Metal layers overlaid:
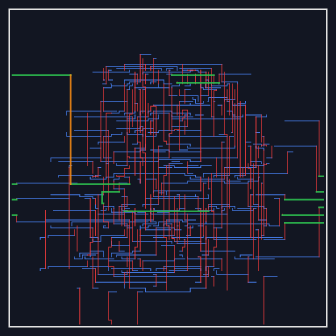
Gate-type map:
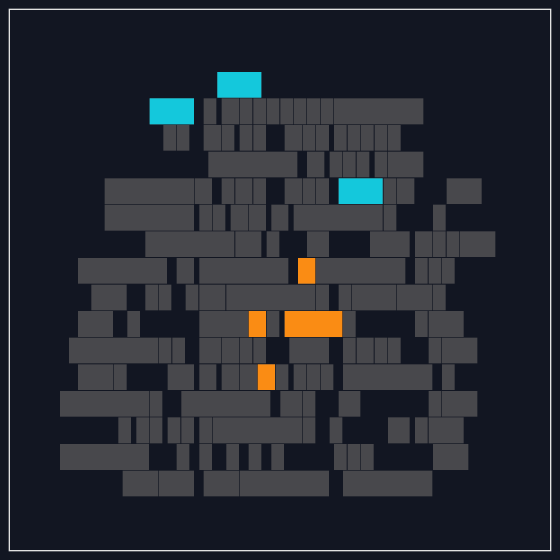
I/O nets highlighted:
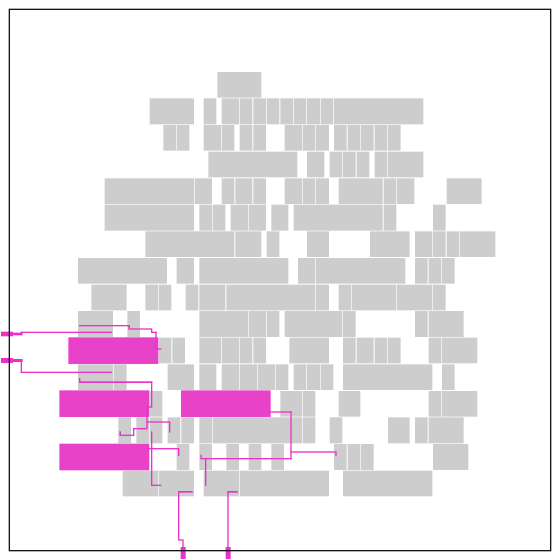
`config.mk`:
```
export PLATFORM = sky130hd
export DESIGN_NAME = resource_arbiter
export DESIGN_NICKNAME = d
export VERILOG_FILES = /design/src/rtl/resource_arbiter.sv
export SDC_FILE = /design/constraint.sdc
export NUM_CORES = 1
export LEC_CHECK = 0
export ABC_AREA = 1
export CORE_MARGIN = 5
export CORE_UTILIZATION = 50
export CTS_CLUSTER_DIAMETER = 30
export DETAILED_ROUTE_END_ITERATION = 10
export PLACE_DENSITY = 0.78
export SLEW_MARGIN = 0
export SYNTH_ARGS = -nofsm -noshare
export SYNTH_HDL_FRONTEND = slang
export SYNTH_SLANG_ARGS = --single-unit
export TNS_END_PERCENT = 10
```
`constraint.sdc`:
```
create_clock -name clk -period 2.95 [get_ports clk]
set_input_delay 0.4425 -clock clk [delete_from_list [all_inputs] [get_ports clk]]
set_output_delay 0.4425 -clock clk [all_outputs]
set_load 0.05 [all_outputs]
```
`src/rtl/resource_arbiter.sv`:
```
// resource_arbiter: shares one downstream resource among four requesters.
// Grants are held until the owner drops its request or the hold watchdog
// (TIMEOUT_CYCLES, 0 = off) preempts it. Fixed priority, highest index wins.
// Optional macro ARB_ROUND_ROBIN_EN switches to rotating priority where the
// last granted index becomes the lowest priority for the next arbitration.
// All outputs are registered; req never reaches gnt combinationally.
module resource_arbiter #(
  parameter int TIMEOUT_CYCLES = 16
) (
  input  logic       clk,
  input  logic       rst_n,
  input  logic [3:0] req,
  output logic [3:0] gnt,
  output logic [1:0] gnt_id,
  output logic       gnt_valid,
  output logic       timeout_pulse
);

  // Hold counter width; kept at least one bit so the watchdog-off build elaborates.
  localparam int CNT_W = (TIMEOUT_CYCLES > 0) ? $clog2(TIMEOUT_CYCLES + 1) : 1;
  localparam logic [CNT_W-1:0] CNT_LAST = (TIMEOUT_CYCLES > 0) ? CNT_W'(TIMEOUT_CYCLES - 1) : '0;
  localparam logic [CNT_W-1:0] CNT_MAX  = (TIMEOUT_CYCLES > 0) ? CNT_W'(TIMEOUT_CYCLES) : '0;

  typedef enum logic {
    IDLE = 1'b0,
    BUSY = 1'b1
  } state_t;

  state_t           state_q, state_d;
  logic [3:0]       gnt_q, gnt_d;
  logic [1:0]       gnt_id_q, gnt_id_d;
  logic             gnt_valid_q, gnt_valid_d;
  logic             timeout_pulse_q, timeout_pulse_d;
  logic [CNT_W-1:0] cnt_q, cnt_d;
  logic [3:0]       mask_q, mask_d;
  logic [3:0]       cand;
  logic [1:0]       win;

`ifdef ARB_ROUND_ROBIN_EN
  logic [1:0]       rr_ptr_q, rr_ptr_d;

  // Search last-1, last-2, ... wrapping, so the last owner is tried last.
  function automatic logic [1:0] pick_rr(input logic [3:0] c, input logic [1:0] last);
    logic [1:0] idx;
    logic [1:0] probe;
    logic       found;
    idx   = last;
    found = 1'b0;
    for (int i = 1; i <= 4; i++) begin
      probe = last - 2'(i);
      if (!found && c[probe]) begin
        idx   = probe;
        found = 1'b1;
      end
    end
    return idx;
  endfunction
`else
  // Highest set index wins.
  function automatic logic [1:0] pick_fixed(input logic [3:0] c);
    logic [1:0] idx;
    idx = 2'd0;
    for (int i = 0; i < 4; i++) begin
      if (c[i]) idx = 2'(i);
    end
    return idx;
  endfunction
`endif

  // Counter advance that sticks at the watchdog limit.
  function automatic logic [CNT_W-1:0] sat_inc(input logic [CNT_W-1:0] c);
    return (c == CNT_MAX) ? c : c + 1'b1;
  endfunction

  // Candidate selection for the next arbitration.
  always_comb begin
    cand = req & ~mask_q;
`ifdef ARB_ROUND_ROBIN_EN
    win  = pick_rr(cand, rr_ptr_q);
`else
    win  = pick_fixed(cand);
`endif
  end

  // Next-state and registered-output computation.
  always_comb begin
    state_d         = state_q;
    gnt_d           = gnt_q;
    gnt_id_d        = gnt_id_q;
    gnt_valid_d     = gnt_valid_q;
    timeout_pulse_d = 1'b0;
    cnt_d           = cnt_q;
    mask_d          = mask_q;
`ifdef ARB_ROUND_ROBIN_EN
    rr_ptr_d        = rr_ptr_q;
`endif
    unique case (state_q)
      IDLE: begin
        if (cand != 4'b0000) begin
          gnt_d       = 4'b0001 << win;
          gnt_id_d    = win;
          gnt_valid_d = 1'b1;
          cnt_d       = '0;
          mask_d      = 4'b0000;
          state_d     = BUSY;
`ifdef ARB_ROUND_ROBIN_EN
          rr_ptr_d    = win;
`endif
        end else if (req != 4'b0000) begin
          // Only the just-preempted requester is asking: let it back in next cycle.
          mask_d = 4'b0000;
        end
      end
      BUSY: begin
        if (!req[gnt_id_q]) begin
          // A release takes precedence over a coincident timeout.
          gnt_d       = 4'b0000;
          gnt_valid_d = 1'b0;
          mask_d      = 4'b0000;
          state_d     = IDLE;
        end else if ((TIMEOUT_CYCLES > 0) && (cnt_q == CNT_LAST)) begin
          gnt_d           = 4'b0000;
          gnt_valid_d     = 1'b0;
          timeout_pulse_d = 1'b1;
          mask_d          = gnt_q;
          state_d         = IDLE;
        end else if (TIMEOUT_CYCLES > 0) begin
          cnt_d = sat_inc(cnt_q);
        end
      end
      default: state_d = IDLE;
    endcase
  end

  // State and output registers, cleared asynchronously.
  always_ff @(posedge clk or negedge rst_n) begin
    if (!rst_n) begin
      state_q         <= IDLE;
      gnt_q           <= 4'b0000;
      gnt_id_q        <= 2'd0;
      gnt_valid_q     <= 1'b0;
      timeout_pulse_q <= 1'b0;
      cnt_q           <= '0;
      mask_q          <= 4'b0000;
`ifdef ARB_ROUND_ROBIN_EN
      rr_ptr_q        <= 2'd3;
`endif
    end else begin
      state_q         <= state_d;
      gnt_q           <= gnt_d;
      gnt_id_q        <= gnt_id_d;
      gnt_valid_q     <= gnt_valid_d;
      timeout_pulse_q <= timeout_pulse_d;
      cnt_q           <= cnt_d;
      mask_q          <= mask_d;
`ifdef ARB_ROUND_ROBIN_EN
      rr_ptr_q        <= rr_ptr_d;
`endif
    end
  end

  assign gnt           = gnt_q;
  assign gnt_id        = gnt_id_q;
  assign gnt_valid     = gnt_valid_q;
  assign timeout_pulse = timeout_pulse_q;

endmodule

```
==> flow_summary.yaml <==
# flow metrics
die:
  die-height_um: 55.2
  rows: 16
  fp_util_pct: 52.2
clock_network:
  post_cts_buffers: 0
  clkSlewWorstSetupHoldPaths_ns: 0.11
  cts_max_level: 1
  worstSkewPairLatency_ns: 0.29
  clock-root-buffer: "clkbuf_4"
critical_path:
  crit_fanout: 5
  rrSetupSlack_ns: 1.23
  cp-start-kind: "register"
  path_class: "register to output port"
timing:
  fmax_ghz: 0.497
  fin_setup_tns_ns: 0
  clock-skew-final_ns: 0.00277
  final_max_slew_viol_count: 0
logic_synthesis:
  common_cells: "54 x nand2_1, 18 x dfrtp_1, 18 x inv_1, 17 x nand3_1, 11 x nor2_1"
  yosysTopAreaCellShare_pct: 44.0
  ys_sh_aoi_pct: 3.06
  top_area_cell: "dfrtp_1"
  edf_count: 0
  synth_flops: 18
  mux_share_pct: 0
  ys_warn_count: 0
final_layout:
  num-multi-input-gates: 100
  antenna_cells: 0
  post-route-util_pct: 61.5
  top_register: "cnt_q"
routing:
  drc: 0
  top_layer: "met4"
min_path:
  holdPathEnd: "mask_q[2]"
  hp-class: "register to register"
  hp-start: "mask_q[2]"
placed_design:
  gp_congestion: 0.869
  place_area_mm2: 0.00117
  place_ws_ns: 1.15
  dp_hpwl_um: 1630
global_routing:
  busiest_layer: "met2"
  antenna_found_initial: 0
  grt_pass1_wl_um: 3800
  grt_use_met2_pct: 22.5
  gr-total-overflow: 0
power:
  p_per_area_mw_per_mm2: 910
  powerSeq_w: 0.000388
  power_frac_comb_pct: 50.6
run_status:
  status: "finished clean"
Notes on 'metal layers overlaid' above:
Key: M3 = green [wire length 80.2 µm]; M1 = blue [wire length 1080 µm]; M4 = orange [wire length 19.0 µm]; M2 = red [wire length 975 µm]
overall routing resource usage: 15.0%
via count: 914
Avg WL per Cell: 12.0 µm
WL final: 2160 µm

Notes on 'gate-type map' above:
Key: fa/ha/maj cells = cyan [cells 3, most used ha_1]; aoi and oai cells = orange [cells 4, most used o21ai_0, where center]
Comb/total area: 40.5%
Top cell excl fill/tap: nand2_1
Non-Filler Instances: 180

Notes on 'I/O nets highlighted' above:
Key: gnt = magenta [bits 4, direction output, edge 2 left, 2 bottom, end cells 4, buffers 4, wire 100 µm]
PortBufs: 13
io pins: 14

Power and IR drop assume default switching activity.
